`config.mk`:
```
export PLATFORM = sky130hd
export DESIGN_NAME = serial_subtractor
export DESIGN_NICKNAME = d
export VERILOG_FILES = /design/src/rtl/serial_subtractor.sv
export SDC_FILE = /design/constraint.sdc
export NUM_CORES = 1
export LEC_CHECK = 0
export ABC_AREA = 1
export CAP_MARGIN = 30
export CORE_AREA = 2 2 88 90
export DETAILED_ROUTE_END_ITERATION = 8
export DIE_AREA = 0 0 90 92
export GPL_TIMING_DRIVEN = 0
export PLACE_DENSITY = 0.77
export SYNTH_ARGS = -nofsm -noshare
export SYNTH_HDL_FRONTEND = slang
export SYNTH_SLANG_ARGS = --single-unit
```
`constraint.sdc`:
```
create_clock -name clk -period 2.51 [get_ports clk]
set_clock_uncertainty 0.2 [all_clocks]
set_input_delay 0.251 -clock clk [delete_from_list [all_inputs] [get_ports clk]]
set_output_delay 0.251 -clock clk [all_outputs]
set_load 0.01 [all_outputs]
```
`src/rtl/serial_subtractor.sv`:
```
// serial_subtractor: bit-serial two's-complement subtractor, diff = a - b - bin.
// One full-subtractor cell walks the operands LSB first, one bit per clock,
// under a start/busy/done handshake. Results hold until the next completion.
// Optional macro SERIAL_SUB_FLAGS_EN: when defined, the ovf and zero flags are
// computed and registered; when undefined they are tied to 0 and their logic
// is not built.
module serial_subtractor #(
  parameter int WIDTH = 17
) (
  input  logic             clk,
  input  logic             rst,
  input  logic             start,
  input  logic [WIDTH-1:0] a,
  input  logic [WIDTH-1:0] b,
  input  logic             bin,
  output logic             busy,
  output logic             done,
  output logic [WIDTH-1:0] diff,
  output logic             bout,
  output logic             ovf,
  output logic             zero
);

  localparam int CW = (WIDTH > 2) ? $clog2(WIDTH) : 1;
  localparam logic [CW-1:0] LAST = CW'(WIDTH - 1);

  typedef enum logic [1:0] {
    IDLE = 2'd0,
    RUN  = 2'd1,
    FIN  = 2'd2
  } state_t;

  state_t state, state_nxt;

  logic [WIDTH-1:0] a_sr;
  logic [WIDTH-1:0] b_sr;
  logic [WIDTH-2:0] res_sr;
  logic [WIDTH-1:0] res_cat;
  logic             br;
  logic [CW-1:0]    cnt;
  logic [1:0]       sub_bits;
  logic             accept;
  logic             last_bit;

  // One full-subtractor cell: returns {borrow_out, difference_bit}.
  function automatic logic [1:0] full_sub(input logic ak, input logic bk, input logic bi);
    logic d;
    logic bo;
    d  = ak ^ bk ^ bi;
    bo = (~ak & bk) | (~(ak ^ bk) & bi);
    return {bo, d};
  endfunction

  // A start is only honoured when no operation is in flight.
  assign accept   = start & (state != RUN);
  assign last_bit = (state == RUN) && (cnt == LAST);
  assign sub_bits = full_sub(a_sr[0], b_sr[0], br);
  // New difference bit enters from the MSB side of the partial result.
  assign res_cat  = {sub_bits[0], res_sr};

  // State register.
  always_ff @(posedge clk or posedge rst) begin
    if (rst) state <= IDLE;
    else     state <= state_nxt;
  end

  // Next-state logic: FIN always leaves after one cycle, straight into RUN on start.
  always_comb begin
    state_nxt = state;
    case (state)
      IDLE:    if (start) state_nxt = RUN;
      RUN:     if (cnt == LAST) state_nxt = FIN;
      FIN:     state_nxt = start ? RUN : IDLE;
      default: state_nxt = IDLE;
    endcase
  end

  // Handshake outputs decoded from the state.
  always_comb begin
    busy = (state == RUN);
    done = (state == FIN);
  end

  // Bit counter: cleared on accepted start, advances once per processed bit.
  always_ff @(posedge clk or posedge rst) begin
    if (rst)                cnt <= '0;
    else if (accept)        cnt <= '0;
    else if (state == RUN)  cnt <= cnt + 1'b1;
  end

  // Operand and partial-result shift registers plus the running borrow.
  always_ff @(posedge clk) begin
    if (accept) begin
      a_sr   <= a;
      b_sr   <= b;
      br     <= bin;
      res_sr <= '0;
    end else if (state == RUN) begin
      a_sr   <= {1'b0, a_sr[WIDTH-1:1]};
      b_sr   <= {1'b0, b_sr[WIDTH-1:1]};
      br     <= sub_bits[1];
      res_sr <= res_cat[WIDTH-1:1];
    end
  end

  // Result registers: updated only as the last bit is processed.
  always_ff @(posedge clk or posedge rst) begin
    if (rst) begin
      diff <= '0;
      bout <= 1'b0;
    end else if (last_bit) begin
      diff <= res_cat;
      bout <= sub_bits[1];
    end
  end

`ifdef SERIAL_SUB_FLAGS_EN
  logic a_msb;
  logic b_msb;

  // Operand sign bits are kept aside because the shift registers lose them.
  always_ff @(posedge clk) begin
    if (accept) begin
      a_msb <= a[WIDTH-1];
      b_msb <= b[WIDTH-1];
    end
  end

  // Overflow and zero flags, registered alongside the result.
  always_ff @(posedge clk or posedge rst) begin
    if (rst) begin
      ovf  <= 1'b0;
      zero <= 1'b0;
    end else if (last_bit) begin
      ovf  <= (a_msb != b_msb) & (res_cat[WIDTH-1] != a_msb);
      zero <= ~|res_cat;
    end
  end
`else
  assign ovf  = 1'b0;
  assign zero = 1'b0;
`endif

endmodule

```
==> images/layer_met1.png <==
The bar under the picture is 20 µm long. Supply wires on this layer in gray.
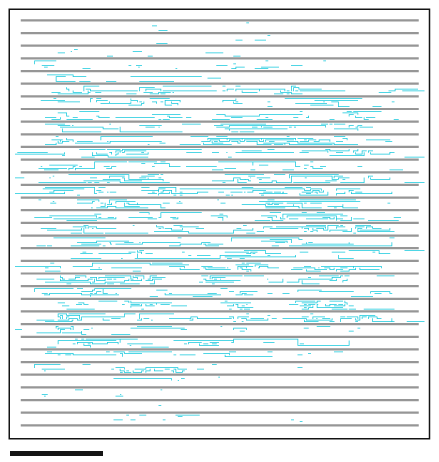
- nets with wire on the layer: 390
- wire length on this layer: 2860 µm
- share of all routed wire: 45%
- main direction: horizontal
- longest straight run: 26.7 µm
via count: 2481
Post-Route WL: 6360 µm
M1 GR Usage: 19.7%

==> images/layer_met2.png <==
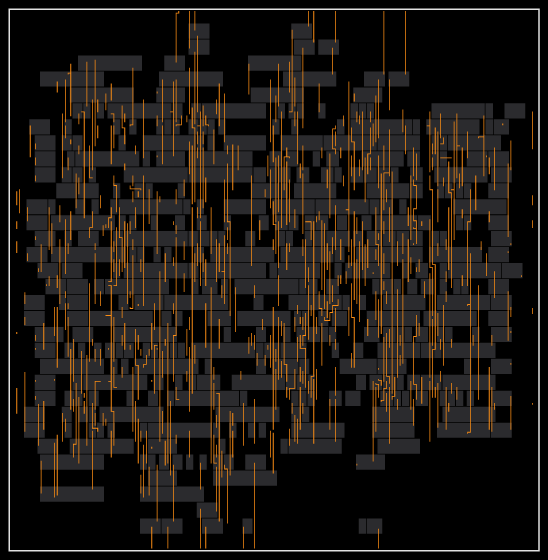
- wire length on this layer: 3030 µm
- share of all routed wire: 48%
- longest straight run: 37.7 µm
- nets with wire on the layer: 360
- main direction: vertical
met2 GRT Util: 28.1%

==> images/layer_met3.png <==
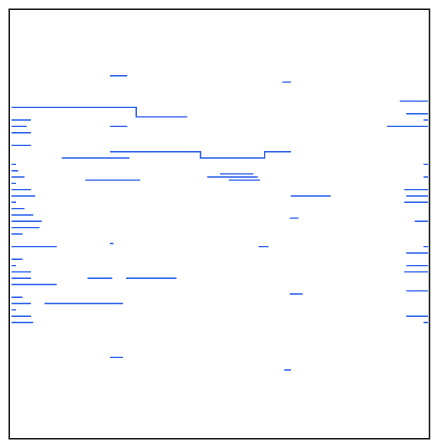
- main direction: horizontal
- wire length on this layer: 345 µm
- longest straight run: 26.7 µm
- share of all routed wire: 5.4%
- nets with wire on the layer: 55
M3 GR Usage: 2.96%

==> flow_summary.toml <==
# physical design summary
[logic_synthesis]
synthMuxAreaShare_pct = 0
synthSimpleGateAreaFrac_pct = 24.5
synthFlopType = "edfxtp_1"
synthArstFlopShare_pct = 32.9
yosys.area_share.xor_xnor_pct = 0
synthTopCellsByCount = "nand2_1 (112), nand3_1 (37), edfxtp_1 (35), inv_1 (30), dfrtp_1 (25)"
yosys_cells = 335
ys_sh_aoi_pct = 4.11
synthAdderAreaFrac_pct = 1.39
yosysMostFrequentCell = "nand2_1"
avgSynthCellArea_um2 = 9.64
ys_ff = 76
ys_types = 23
yosysSeqAreaShare_pct = 61.8
ys_chip_area_mm2 = 0.00323
yosys.area.top_type = "edfxtp_1"
netlist_area_mm2 = 0.00323
top_area_share_pct = 32.5
edf_count = 35
syn_inst = 335
synthTopLogicFamily = "simple AND/OR/NAND/NOR gates"
yosys_warnings = 0
area_leaders = "edfxtp_1 (33%), dfrtp_1 (19%), nand2_1 (13%)"

[clocking]
post_cts_buffers = 0
clock.latency.late_pin_ps = 350
post_cts_resized = 0
cts_tree = "yes"
hold_buffers = 0
cts-root-buf = "clkbuf_8"
clockBufferDepth = 2
clk_pin_slew_ps = 70
cts_buffers = 9
cts.sinks = 76
h-tree-depth = 3

[placed_design]
gp_congestion = 0.777
post-dp-hpwl_um = 4410
place_ws_ps = 307
place.port_buffers = 56

[power_and_ir_drop]
seq_power_share_pct = 45.8
power_density_mw_per_mm2 = 1210
p_leak_nw = 1.88
cell_internal_pwr_mw = 3.24
p_comb_mw = 1.80
power_sequential_mw = 2.28
pg_clk_mw = 0.892
total_power_mw = 4.97
vdd_drop_max_v = 0.000435
p_sw_mw = 1.73
p_comb_share_pct = 36.3
switching_share_pct = 34.8
power_leader = "registers"
clkPwrFrac_pct = 17.9

[final_timing]
relSlewSlack_pct = 36.3
tightest_slew_ps = 955
setup_viol_count_final = 0
hold_viol = 0
slew_viol_final = 0
fin_ws_ps = 186
post-route-period-util_pct = 92.6
fin_hold_ws_ps = 100
setup_tns_ps = 0
fin_crit_ps = 2320
fmax_ghz = 0.430
rsz0062_at_grt = "no"

[critical_path]
cpLargestDelayFamily = "buffers and inverters"
start_kind = "flop"
crit_end = "busy"
cp_num_cells = 4
critPathArrivalTime_ps = 1870
r2r_start = "state[1]"
worstPathMaxFanout = 10
critPathKind = "flop to primary output"
endpoint_kind = "primary output"
crit_path_start = "state[0]"
slowest_delay_ps = 560
path_cells = "inv_2, nor2_4, buf_4, clkdlybuf4s50_1"
worstPathRequired_ps = 2060
worst-path-buf-inv = 3
reg2reg_to = "b_sr[3]"
crit_slowest_cell = "clkdlybuf4s50_1"
reg2reg_slack_ps = 300
reg2reg_depth = 4

[die]
initCoreUtil_pct = 43.4
die_h_um = 92
core.rowCount = 32
die_w_um = 90
dieArea_mm2 = 0.00828
io_pins = 60
core_mm2 = 0.00745

[run_status]
outcome = "completed"

[drt]
via_per_inst = 4.86
drt-met1-wl_um = 2860
met3WireLength_um = 344
dr.pass1.iters = 4
drcViolationCount = 0
drtIter0Drc = 126
wl_met2_um = 3030
antenna_left = 0
top_layer = "met4"

[final_layout]
most-common-layout-cells = "nand2_1 (112), clkdlybuf4s50_1 (56), nand3_1 (37)"
syn2layout_area_growth_pct = 27.3
mostFrequentLayoutCell = "nand2_1"
diodes = 0
nets = 444
fill_cells = 701
drive_gt1_share_pct = 10.0

[min_path]
hold_class = "input pin to flop"
min_to = "cnt[4]"
hp-start = "start"
holdPathStages = 4

[grt]
grt_max_degree = 45
antenna_found_initial = 0
grt_pass1_vias = 2414
grt_pass1_wl_um = 10700
globalRouteOverflowTotal = 0

[run]
cap_violations = 0
warnings = 27
==> images/layer_met4.png <==
Supply wires on this layer in gray.
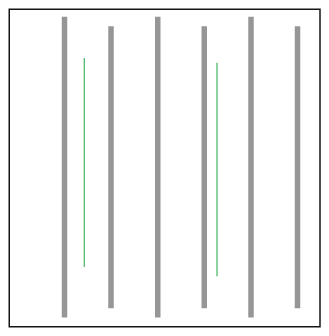
- nets with wire on the layer: 1
- share of all routed wire: 1.9%
- longest straight run: 61.9 µm
- wire length on this layer: 122 µm

==> images/congestion.png <==
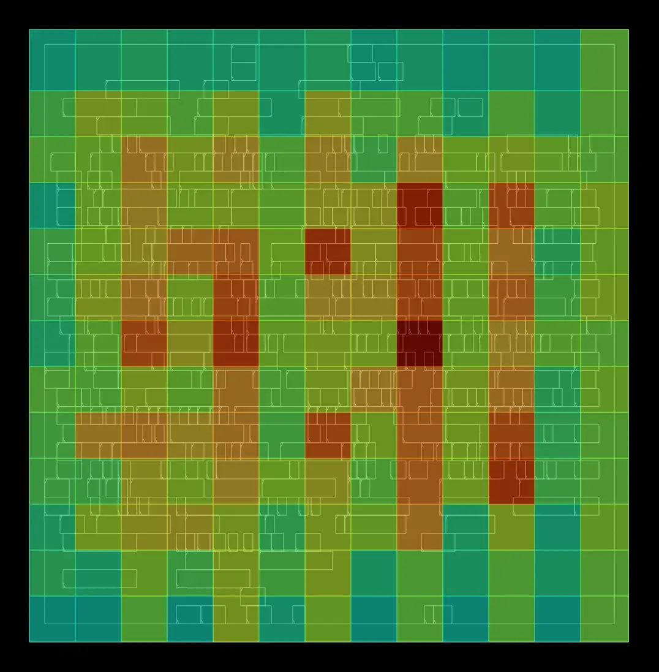
GR peak layer: met2
final core occ: 55.2%
WL/cell: 12.5 µm
Total GRT Usage: 16.2%

## layout make-up
cell class	count	area [µm²]	share of cell area, %
clock inverter	4	22.5	0.548
buffer	23	145	3.53
inverter	31	116	2.83
timing repair buffer	56	561	13.6
tap	102	128	3.10
clock buffer	12	166	4.05
multi-input combinational	206	976	23.7
sequential	76	2000	48.6
## per-stage QoR
| step | util [%] | instance area (µm²) | instances |
|---|---|---|---|
| detailed placement | 52.7 | 3920 | 494 |
| global route | 55.2 | 4110 | 510 |
| CTS | 55.2 | 4110 | 510 |
| finish | 55.2 | 4110 | 510 |
| floorplan | - | 3230 | 336 |
| global placement | 52.7 | 3920 | 494 |
## registers in the layout (all words and copies together), names as in the netlist
signal	cells
b_sr	17
cnt	5
state	2
br	1
a_sr	17
res_sr	16
bout	1
diff	17
